File: src/rtl/sha256_core_arbiter_if.sv
// sha256_core_arbiter_if: requester, engine and result signals of sha256_core_arbiter
// Requester side: req_i, req_word_i (slice i = [32*i+31:32*i]), req_valid_i, req_last_i, req_ready_o, grant_o
// Engine side:    core_start_o, core_first_o, core_word_o, core_word_valid_o, core_done_i
// Result side:    res_valid_o, res_id_o, res_blocks_o, res_ready_i, err_o
// master = environment (requesters, engine, result consumer); slave = the arbiter
interface sha256_core_arbiter_if #(
    parameter int NREQ = 4,
    parameter int IDW  = $clog2(NREQ),
    parameter int BLKW = 8
);
    logic [NREQ-1:0]    req_i;
    logic [NREQ*32-1:0] req_word_i;
    logic [NREQ-1:0]    req_valid_i;
    logic [NREQ-1:0]    req_last_i;
    logic [NREQ-1:0]    req_ready_o;
    logic [NREQ-1:0]    grant_o;
    logic               core_start_o;
    logic               core_first_o;
    logic [31:0]        core_word_o;
    logic               core_word_valid_o;
    logic               core_done_i;
    logic               res_valid_o;
    logic [IDW-1:0]     res_id_o;
    logic [BLKW-1:0]    res_blocks_o;
    logic               res_ready_i;
    logic               err_o;
    modport master (
        output req_i, req_word_i, req_valid_i, req_last_i, core_done_i, res_ready_i,
        input  req_ready_o, grant_o, core_start_o, core_first_o, core_word_o, core_word_valid_o,
               res_valid_o, res_id_o, res_blocks_o, err_o
    );
    modport slave (
        input  req_i, req_word_i, req_valid_i, req_last_i, core_done_i, res_ready_i,
        output req_ready_o, grant_o, core_start_o, core_first_o, core_word_o, core_word_valid_o,
               res_valid_o, res_id_o, res_blocks_o, err_o
    );
endinterface

File: src/rtl/sha256_core_arbiter.sv
// sha256_core_arbiter: round-robin sharing of one SHA-256 engine, granted per whole multi-block message
// Ports: clk; rst_n (asynchronous, active-low); bus (sha256_core_arbiter_if.slave) carrying
//   requester words/handshake and one-hot grant, engine start/first/word/done, result slot and err_o.
// Optional: define SHA_ARB_WDOG_EN for a TMO_CYC-cycle watchdog in WAIT (sticky err_o); otherwise err_o = 0.
module sha256_core_arbiter #(
    parameter int NREQ    = 4,
    parameter int IDW     = $clog2(NREQ),
    parameter int BLKW    = 8,
    parameter int TMO_CYC = 128
) (
    input logic                  clk,
    input logic                  rst_n,
    sha256_core_arbiter_if.slave bus
);
    typedef enum logic [2:0] {IDLE, START, LOAD, WAIT, RESULT} state_t;
    state_t          state, state_d;
    logic [IDW-1:0]  ptr, owner, sel, idx, owner_nxt;
    logic            found, accept, timeout, last_q;
    logic [NREQ-1:0] grant;
    logic [3:0]      word_cnt;
    logic [BLKW-1:0] blk_cnt;
`ifdef SHA_ARB_WDOG_EN
    localparam int WDW = $clog2(TMO_CYC + 1);
    logic [WDW-1:0] wd_cnt;
    logic           err;
    assign timeout   = state == WAIT && !bus.core_done_i && wd_cnt == WDW'(TMO_CYC - 1);
    assign bus.err_o = err;
    always_ff @(posedge clk or negedge rst_n) begin
        if (!rst_n) begin
            wd_cnt <= '0;
            err    <= 1'b0;
        end else begin
            wd_cnt <= state == WAIT ? wd_cnt + 1'b1 : '0;
            if (timeout) err <= 1'b1;
        end
    end
`else
    assign timeout   = 1'b0;
    assign bus.err_o = 1'b0;
`endif
    // Scan downward in offset so the lowest offset from ptr is the last (winning) assignment.
    always_comb begin
        sel   = '0;
        idx   = '0;
        found = 1'b0;
        for (int k = NREQ - 1; k >= 0; k--) begin
            idx = IDW'((int'(ptr) + k) % NREQ);
            if (bus.req_i[idx]) begin
                sel   = idx;
                found = 1'b1;
            end
        end
    end
    assign owner_nxt = owner == IDW'(NREQ - 1) ? '0 : owner + 1'b1;
    assign accept    = state == LOAD && bus.req_valid_i[owner];
    always_comb begin
        state_d = state;
        case (state)
            IDLE:    state_d = found ? START : IDLE;
            START:   state_d = LOAD;
            LOAD:    state_d = accept && &word_cnt ? WAIT : LOAD;
            WAIT:    state_d = bus.core_done_i ? (last_q ? RESULT : START) : timeout ? IDLE : WAIT;
            RESULT:  state_d = bus.res_ready_i ? IDLE : RESULT;
            default: state_d = IDLE;
        endcase
    end
    always_ff @(posedge clk or negedge rst_n) begin
        if (!rst_n) begin
            state    <= IDLE;
            ptr      <= '0;
            owner    <= '0;
            grant    <= '0;
            word_cnt <= '0;
            blk_cnt  <= '0;
            last_q   <= 1'b0;
        end else begin
            state <= state_d;
            case (state)
                IDLE: if (found) begin
                    owner   <= sel;
                    grant   <= NREQ'(1) << sel;
                    blk_cnt <= '0;
                end
                START: word_cnt <= '0;
                LOAD: if (accept) begin
                    word_cnt <= word_cnt + 1'b1;
                    if (&word_cnt) begin
                        last_q  <= bus.req_last_i[owner];
                        blk_cnt <= &blk_cnt ? blk_cnt : blk_cnt + 1'b1;
                    end
                end
                WAIT: if (timeout) begin
                    ptr     <= owner_nxt;
                    grant   <= '0;
                    blk_cnt <= '0;
                    last_q  <= 1'b0;
                end
                RESULT: if (bus.res_ready_i) begin
                    ptr     <= owner_nxt;
                    grant   <= '0;
                    blk_cnt <= '0;
                    last_q  <= 1'b0;
                end
                default: ;
            endcase
        end
    end
    assign bus.grant_o           = grant;
    assign bus.req_ready_o       = state == LOAD ? grant : '0;
    assign bus.core_start_o      = state == START;
    assign bus.core_first_o      = state == START && blk_cnt == '0;
    assign bus.core_word_o       = state == LOAD ? bus.req_word_i[{owner, 5'd0} +: 32] : '0;
    assign bus.core_word_valid_o = accept;
    assign bus.res_valid_o       = state == RESULT;
    assign bus.res_id_o          = state == RESULT ? owner : '0;
    assign bus.res_blocks_o      = state == RESULT ? blk_cnt : '0;
endmodule

File: src/flat_wrapper.sv
// flat-port wrapper written by rule: the top's interface ports become plain ports
module sha256_core_arbiter_flat 
#(
    parameter int NREQ    = 4,
    parameter int IDW     = $clog2(NREQ),
    parameter int BLKW    = 8,
    parameter int TMO_CYC = 128
)
  (clk, rst_n, bus_req_i, bus_req_word_i, bus_req_valid_i, bus_req_last_i, bus_core_done_i, bus_res_ready_i, bus_req_ready_o, bus_grant_o, bus_core_start_o, bus_core_first_o, bus_core_word_o, bus_core_word_valid_o, bus_res_valid_o, bus_res_id_o, bus_res_blocks_o, bus_err_o);
  sha256_core_arbiter_if #(.NREQ(NREQ), .IDW(IDW), .BLKW(BLKW)) bus_i ();
  input logic clk;
  input logic rst_n;
  input wire logic [$bits(bus_i.req_i)-1:0] bus_req_i;
  input wire logic [$bits(bus_i.req_word_i)-1:0] bus_req_word_i;
  input wire logic [$bits(bus_i.req_valid_i)-1:0] bus_req_valid_i;
  input wire logic [$bits(bus_i.req_last_i)-1:0] bus_req_last_i;
  input wire logic [$bits(bus_i.core_done_i)-1:0] bus_core_done_i;
  input wire logic [$bits(bus_i.res_ready_i)-1:0] bus_res_ready_i;
  output wire logic [$bits(bus_i.req_ready_o)-1:0] bus_req_ready_o;
  output wire logic [$bits(bus_i.grant_o)-1:0] bus_grant_o;
  output wire logic [$bits(bus_i.core_start_o)-1:0] bus_core_start_o;
  output wire logic [$bits(bus_i.core_first_o)-1:0] bus_core_first_o;
  output wire logic [$bits(bus_i.core_word_o)-1:0] bus_core_word_o;
  output wire logic [$bits(bus_i.core_word_valid_o)-1:0] bus_core_word_valid_o;
  output wire logic [$bits(bus_i.res_valid_o)-1:0] bus_res_valid_o;
  output wire logic [$bits(bus_i.res_id_o)-1:0] bus_res_id_o;
  output wire logic [$bits(bus_i.res_blocks_o)-1:0] bus_res_blocks_o;
  output wire logic [$bits(bus_i.err_o)-1:0] bus_err_o;
  assign bus_i.req_i = bus_req_i;
  assign bus_i.req_word_i = bus_req_word_i;
  assign bus_i.req_valid_i = bus_req_valid_i;
  assign bus_i.req_last_i = bus_req_last_i;
  assign bus_i.core_done_i = bus_core_done_i;
  assign bus_i.res_ready_i = bus_res_ready_i;
  assign bus_req_ready_o = bus_i.req_ready_o;
  assign bus_grant_o = bus_i.grant_o;
  assign bus_core_start_o = bus_i.core_start_o;
  assign bus_core_first_o = bus_i.core_first_o;
  assign bus_core_word_o = bus_i.core_word_o;
  assign bus_core_word_valid_o = bus_i.core_word_valid_o;
  assign bus_res_valid_o = bus_i.res_valid_o;
  assign bus_res_id_o = bus_i.res_id_o;
  assign bus_res_blocks_o = bus_i.res_blocks_o;
  assign bus_err_o = bus_i.err_o;
  sha256_core_arbiter #(.NREQ(NREQ), .IDW(IDW), .BLKW(BLKW), .TMO_CYC(TMO_CYC)) u_core (.clk(clk), .rst_n(rst_n), .bus(bus_i));
endmodule
File: config.mk
export PLATFORM = sky130hd
export DESIGN_NAME = sha256_core_arbiter_flat
export DESIGN_NICKNAME = d
export VERILOG_FILES = /design/src/rtl/sha256_core_arbiter_if.sv /design/src/rtl/sha256_core_arbiter.sv /design/src/flat_wrapper.sv
export SDC_FILE = /design/constraint.sdc
export NUM_CORES = 1
export LEC_CHECK = 0
export CAP_MARGIN = 30
export CORE_MARGIN = 3
export CORE_UTILIZATION = 33
export CTS_CLUSTER_DIAMETER = 120
export DETAILED_ROUTE_END_ITERATION = 12
export PLACE_DENSITY_LB_ADDON = 0.25
export SETUP_SLACK_MARGIN = 0.4
export SYNTH_ARGS = -nofsm -noshare
export SYNTH_HDL_FRONTEND = slang
export SYNTH_SLANG_ARGS = --single-unit
File: constraint.sdc
create_clock -name clk -period 2.6 [get_ports clk]
set_clock_uncertainty 0.2 [all_clocks]
set_input_delay 0.39 -clock clk [delete_from_list [all_inputs] [get_ports clk]]
set_output_delay 0.39 -clock clk [all_outputs]
set_load 0.01 [all_outputs]
Fig. 1: run 1, signal metal coverage by tile
The die is cut into 18 by 18 equal tiles; black is low, pale yellow is high, scaled to the fullest tile. Values are wire area over tile area, all layers added.
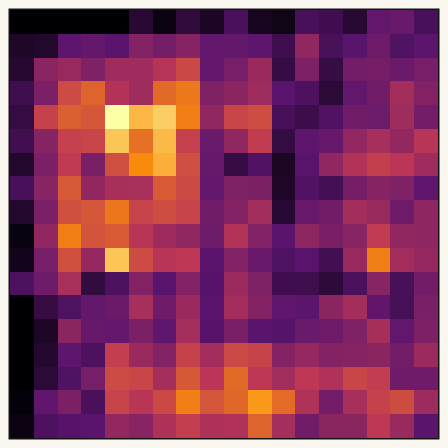
3.1% of the tiles are nearly empty. The mean over all tiles is 0.28. 21% of the tiles are over half the peak. The densest ninth of the die: bottom middle. The fullest tile reaches 0.79.
WL per Instance: 24.9 um
All-Layer GR Usage: 30.8%
Total Wirelength: 14,500 um

Fig. 2: run 1, sequential cells coloured by netlist name
Other sequential cells in the stronger grey, the rest of the logic in the fainter grey.
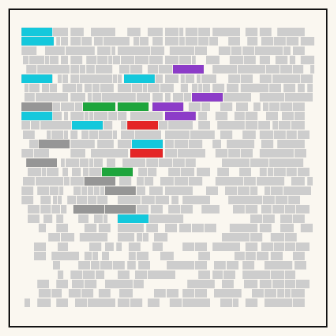
Key: green = u_core.state [flops 3]; purple = u_core.word_cnt [flops 4]; red = u_core.owner [flops 2]; cyan = u_core.blk_cnt [flops 8]

==> impl_metrics.env, run 1 <==
# implementation run metrics
export IMPL_status="finished, final reports clean"
export IMPL_combPwrFrac_pct=80.1
export IMPL_switching_power_mw=1.72
export IMPL_period_minus_slack_ps=2470
export IMPL_die_x_um=92.1
export IMPL_syn2layout_area_growth_pct=130
export IMPL_edf_count=0
export IMPL_cp_max_fo=4
export IMPL_numCtsBuffers=3
export IMPL_clock_latency_ps=280
export IMPL_use_met2_pct=54.3
export IMPL_logic_area_sq_um=2040
export IMPL_tightest_slew_ps=523
export IMPL_clkbuf_count=3
export IMPL_post_route_period_util_pct=94.9
export IMPL_layout_drive_gt1_share_pct=46.4
export IMPL_numClockSinks=24
export IMPL_worstSetupPathType="flip-flop to primary output"
export IMPL_ys_flops=24
export IMPL_power_density_nw_per_um2=809
export IMPL_largest_reg_flops=8
export IMPL_end_kind="primary output"
export IMPL_cp_slowest_cell="dfrtp_1"
export IMPL_adder_share_pct=2.05
export IMPL_num_rows=30
export IMPL_internal_power_mw=2.84
export IMPL_timing_rr_start="u_core.owner[0]"
export IMPL_synth_area_leader_cell="mux4_2"
export IMPL_drcViolationCount=0
export IMPL_synthFlopType="dfrtp_1"
export IMPL_first_pass_iters=5
export IMPL_ff2ff_setup_slack_ps=270
export IMPL_comb_cells=178
export IMPL_whs_ps=265
export IMPL_slew_headroom_pct=64.8
export IMPL_place_gp_congestion=0.979
export IMPL_top_power_group="combinational logic"
export IMPL_ys_sh_simple_pct=22.0
export IMPL_final_cells=583
export IMPL_topCellsByArea="mux4_2, dfrtp_1, and2_1"
export IMPL_r2r_cells=9
export IMPL_highest_layer="met4"
export IMPL_viasPerCell=5.64
export IMPL_setup_violations_final=0
export IMPL_comb_cell_share_pct=36.2
export IMPL_path_common_cell="buf_6"
export IMPL_hold_class="primary input to async pin"
export IMPL_core_area_sq_um=6980
export IMPL_nNonClkInverters=9
export IMPL_fp_utilization_pct=35.0
export IMPL_synthAoiAreaFrac_pct=12.8
export IMPL_drv_slew=0
export IMPL_nets=634
export IMPL_cts_hold_buf=0
Fig. 3: run 1, wires at chosen ports, followed through buffers
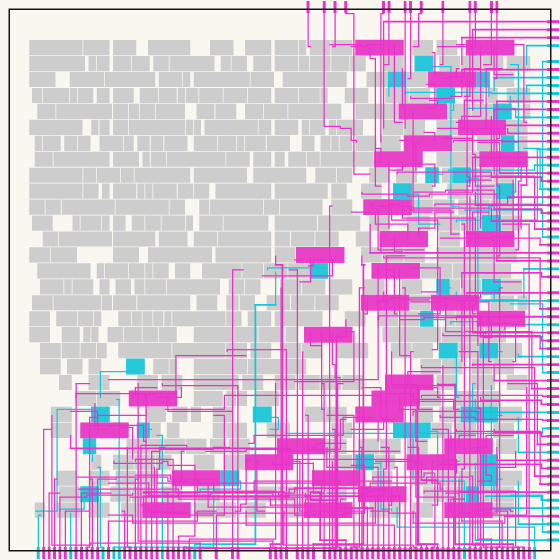
Key: cyan = bus_core_word_o [bits 32, direction output, edge 23 right, 9 bottom, end cells 32, buffers 32, wire 844 um]; magenta = bus_req_word_i [bits 128, direction input, edge 73 bottom, 41 right, 14 top, end cells 32, buffers 128, wire 5,170 um]
IO Count: 199
port bufs: 197

Fig. 4: run 1, M3 wires
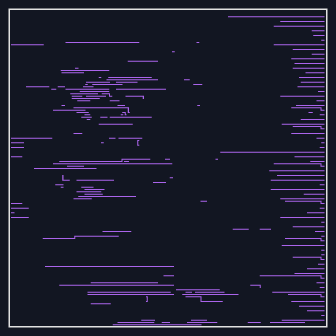
138 nets have wire on it. The layer carries 1,300 um of wire.
via count: 3,290
met3 usage: 6.32%

==> run 1: worst max-delay path by stage <==
| stage | to | cells after the start | startpoint | slack (ps) |
|---|---|---|---|---|
| after detailed placement | bus_core_word_o[15] | 4 | bus_req_word_i[79] | 30 |
| after floorplan | bus_core_word_o[10] | 4 | u_core.owner[0] | 510 |
| final | bus_res_id_o[1] | 9 | u_core.state[0] | 130 |
| after global routing | bus_res_id_o[1] | 9 | u_core.state[0] | 100 |
| after CTS | bus_core_word_o[1] | 6 | u_core.owner[0] | 190 |
| after global placement | bus_core_word_o[0] | 4 | bus_req_word_i[32] | 40 |
==> run 1: repair_timing <==
item	in CTS	in global routing
gates resized	240	100
pin swaps	41	22
endpoints found under the hold margin	0	0
buffers inserted	31	15
endpoints found under the setup margin	57	65
gates cloned	6	0
Fig. 5: run 1, placement view
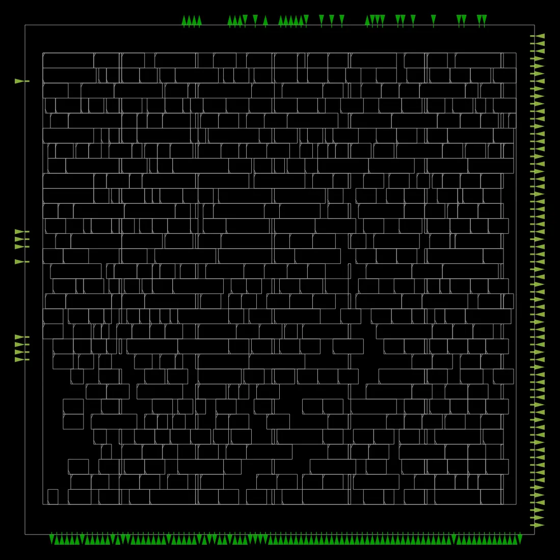

==> run 2, diff against run 1 <==
- SLEW_MARGIN: not set -> 20
- clock period: 2.6 -> 2.4 ns (I/O delays scaled with it)
Fig. 6: run 2, placement view
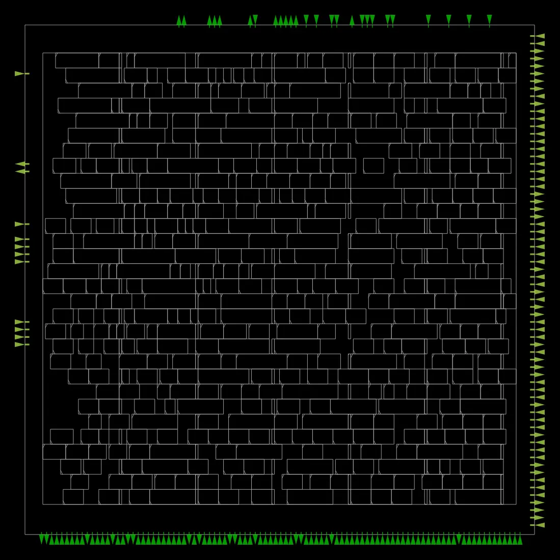
Seq/total area: 10.7%
Well-Tap Cells: 96
Util after Layout: 80.9%
fillers: 394

Fig. 7: run 2, signal metal coverage by tile
The die is cut into 18 by 18 equal tiles; black is low, pale yellow is high, scaled to the fullest tile. Values are wire area over tile area, all layers added.
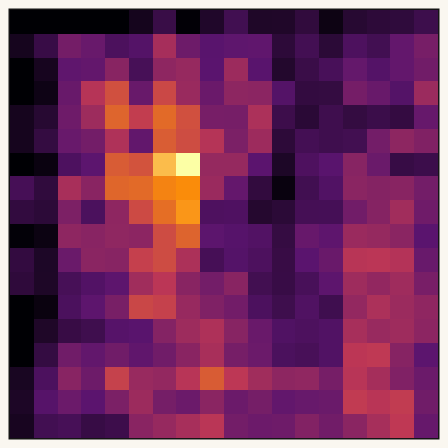
The fullest tile reaches 0.90. 4.0% of the tiles are nearly empty. The mean over all tiles is 0.27.

==> impl_metrics.env, run 2 <==
# implementation run metrics
export IMPL_status="finished with violations"
export IMPL_failed_checks="setup timing"
export IMPL_drv_slew=0
export IMPL_setup_violations_final=4
export IMPL_io_pins=199
export IMPL_synthFlopType="dfrtp_1"
export IMPL_largest_reg_flops=8
export IMPL_synth_area_leader_cell="mux4_2"
export IMPL_cp_slowest_cell="mux4_2"
export IMPL_num_rows=30
export IMPL_hold_class="primary input to async pin"
export IMPL_ff2ff_setup_slack_ps=120
export IMPL_edf_count=0
export IMPL_core_area_sq_um=6980
export IMPL_syn2layout_area_growth_pct=131
export IMPL_numClockSinks=24
export IMPL_cp_max_fo=4
export IMPL_first_pass_iters=4
export IMPL_gr_usage_all_layers_pct=28.7
export IMPL_fp_utilization_pct=35.0
export IMPL_portBuffers=197
export IMPL_final_cells=570
export IMPL_route_met2_wl_um=6780
export IMPL_viasPerCell=5.54
export IMPL_ys_sh_simple_pct=22.0
export IMPL_drcViolationCount=0
export IMPL_die_x_um=92.1
export IMPL_highest_layer="met4"
export IMPL_nets=623
export IMPL_numCtsBuffers=3
export IMPL_fin_ws_ps=-13.9
export IMPL_period_minus_slack_ps=2410
export IMPL_detail_route_wl_per_cell_um=23.7
export IMPL_path_depth=6
export IMPL_cts_resized=292
export IMPL_worstSetupPathType="flip-flop to primary output"
export IMPL_post_route_period_util_pct=101
export IMPL_use_met2_pct=52.3
export IMPL_clock_latency_ps=290
export IMPL_power_density_nw_per_um2=877
export IMPL_num_vias=3157
export IMPL_place_gp_congestion=0.951
export IMPL_adder_share_pct=2.05
export IMPL_layout_drive_gt1_share_pct=48.9
export IMPL_wirelength_um=13500
export IMPL_timing_rr_start="u_core.owner[0]"
export IMPL_end_kind="primary output"
export IMPL_grt_util_met3_pct=5.99
Fig. 8: run 2, wires at chosen ports, followed through buffers
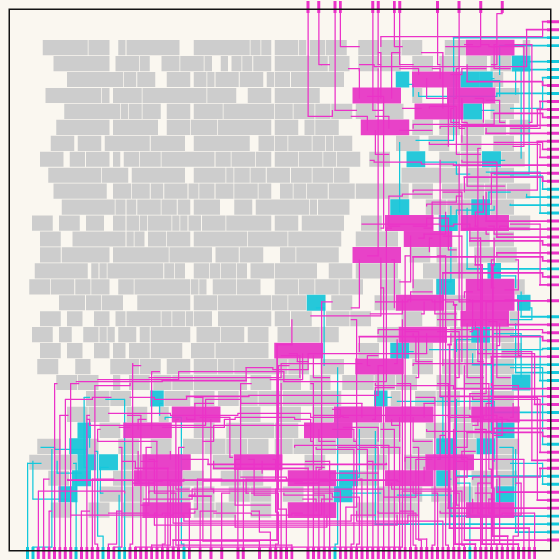
Key: magenta = bus_req_word_i [bits 128, direction input, edge 76 bottom, 40 right, 12 top, end cells 32, buffers 128, wire 4,920 um]; cyan = bus_core_word_o [bits 32, direction output, edge 23 right, 9 bottom, end cells 32, buffers 32, wire 835 um]

-- run 2: cell counts after synthesis --
Identical to the previous run, type by type.
-- run 2: layout make-up --
cell class / instances / area (sq um) / area share, %
Sequential cell: 24 / 604 / 10.7
Multi-Input combinational cell: 178 / 2110 / 37.4
Tap cell: 96 / 120 / 2.13
Timing Repair Buffer: 259 / 2690 / 47.7
Inverter: 9 / 43.8 / 0.776
Clock buffer: 3 / 41.3 / 0.731
Clock inverter: 1 / 30.0 / 0.532
-- run 2: where the power goes --
group          total (mW)  internal [mW]  switching (mW)  leakage, nW
Sequential          0.612          0.502           0.110        0.315
Clock               0.381          0.224           0.157       0.0357
Combinational        3.96           2.38            1.58         1.95
==> run 3, diff against run 2 <==
- ABC_CLOCK_PERIOD_IN_PS: not set -> 2400
Fig. 9: run 3, placement view
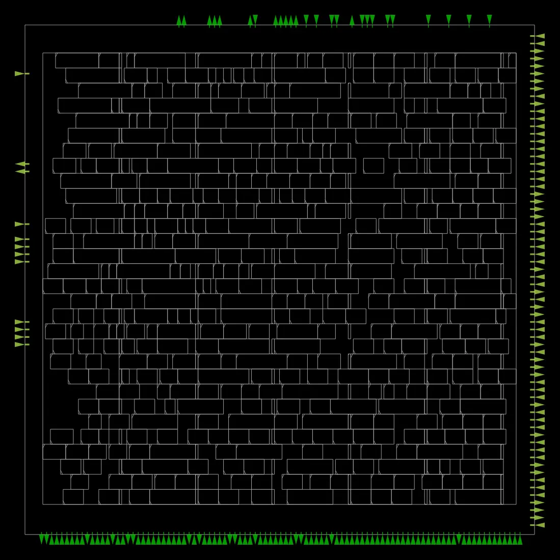
Rows: 30
flip-flops: 24
Final Instance Count excl. Fillers: 570

Fig. 10: run 3, signal metal coverage by tile
The die is cut into 18 by 18 equal tiles; black is low, pale yellow is high, scaled to the fullest tile. Values are wire area over tile area, all layers added.
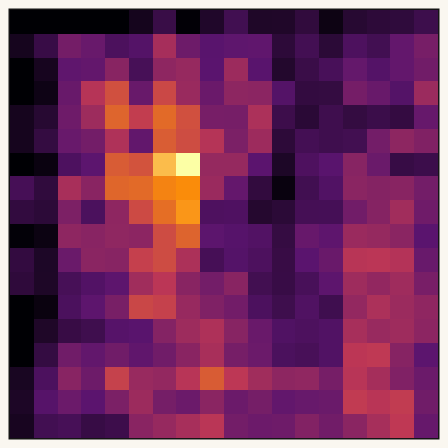
The mean over all tiles is 0.27. 9.6% of the tiles are over half the peak. 4.0% of the tiles are nearly empty.

Fig. 11: run 3, wires at chosen ports, followed through buffers
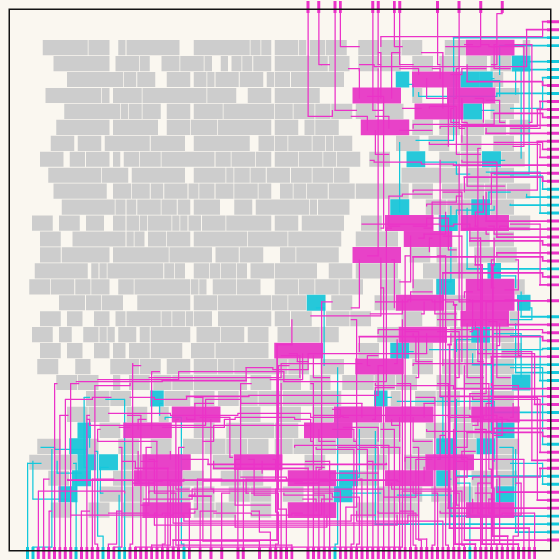
Key: magenta = bus_req_word_i [bits 128, direction input, edge 76 bottom, 40 right, 12 top, end cells 32, buffers 128, wire 4,920 um]; cyan = bus_core_word_o [bits 32, direction output, edge 23 right, 9 bottom, end cells 32, buffers 32, wire 835 um]

==> impl_metrics.env, run 3 <==
# implementation run metrics
export IMPL_numClockSinks=24
export IMPL_num_vias=3157
export IMPL_powerSeq_mw=0.612
export IMPL_ys_sh_simple_pct=22.0
export IMPL_power_clock_mw=0.381
export IMPL_end_kind="primary output"
export IMPL_nNonClkInverters=9
export IMPL_fin_util_pct=80.9
export IMPL_fin_ws_ps=-13.9
export IMPL_comb_power_mw=3.96
export IMPL_portBuffers=197
export IMPL_internal_power_mw=3.11
export IMPL_combPwrFrac_pct=80.0
export IMPL_die_x_um=92.1
export IMPL_synthFlopType="dfrtp_1"
export IMPL_numCtsBuffers=3
export IMPL_synthAoiAreaFrac_pct=12.8
export IMPL_r2r_cells=8
export IMPL_power_density_nw_per_um2=877
export IMPL_status="finished with violations"
export IMPL_gr_usage_all_layers_pct=28.7
export IMPL_core_area_sq_um=6980
export IMPL_largest_reg_flops=8
export IMPL_cts_hold_buf=0
export IMPL_switching_power_mw=1.84
export IMPL_wirelength_um=13500
export IMPL_period_minus_slack_ps=2410
export IMPL_viasPerCell=5.54
export IMPL_clkPwrFrac_pct=7.7
export IMPL_synth_area_leader_cell="mux4_2"
export IMPL_clkbuf_count=3
export IMPL_place_gp_congestion=0.951
export IMPL_comb_cells=178
export IMPL_cp_max_fo=4
export IMPL_edf_count=0
export IMPL_num_tap_cells=96
export IMPL_layout_nonclk_buf_share_pct=47.7
export IMPL_pwr_share_seq_pct=12.4
export IMPL_largestClassByArea="buffers"
export IMPL_logic_area_sq_um=2110
export IMPL_timing_rr_start="u_core.owner[0]"
export IMPL_fp_utilization_pct=35.0
export IMPL_cts_resized=292
export IMPL_drv_slew=0
export IMPL_hold_class="primary input to async pin"
export IMPL_io_pins=199
export IMPL_post_route_period_util_pct=101
export IMPL_setup_violations_final=4
export IMPL_clk_share_pct=1.26
export IMPL_adder_share_pct=2.05
export IMPL_whs_ps=236
export IMPL_nets=623
export IMPL_layout_drive_gt1_share_pct=48.9
export IMPL_worstSetupPathType="flip-flop to primary output"
export IMPL_comb_cell_share_pct=37.4
export IMPL_buffers=259
export IMPL_failed_checks="setup timing"
export IMPL_syn2layout_area_growth_pct=131
export IMPL_top_power_group="combinational logic"
export IMPL_post_cts_setup_buffer_count=24
export IMPL_sh_seq_area_pct=10.7
export IMPL_drcViolationCount=0
export IMPL_switching_share_pct=37.2
==> run 3: cell counts in the layout (fill, tap and decap cells not counted) <==
No cell type changed its count.
==> run 3: metal layers <==
metal  part of all wire [%]  track usage, %  vias to the layer above
li1                       -               -                     1375
met1                     37            34.0                     1546
met2                     50            52.3                      196
met3                    8.9            5.99                       40
met4                    4.3            7.80                        0
met5                      0               0                        -
==> run 3: how the worst max path moves through the flow <==
stage	start	end	slack [ps]	depth (start not counted)
after floorplan	u_core.owner[0]	bus_core_word_o[10]	440	4
after global placement	bus_req_word_i[122]	bus_core_word_o[26]	-130	4
after detailed placement	bus_req_word_i[86]	bus_core_word_o[22]	-110	4
after CTS	u_core.owner[0]	bus_core_word_o[26]	20	6
after global routing	u_core.owner[0]	bus_core_word_o[21]	-60	6
final	u_core.owner[0]	bus_core_word_o[21]	-10	6
Power figures rest on the tool's default switching activity, not on a simulated workload.
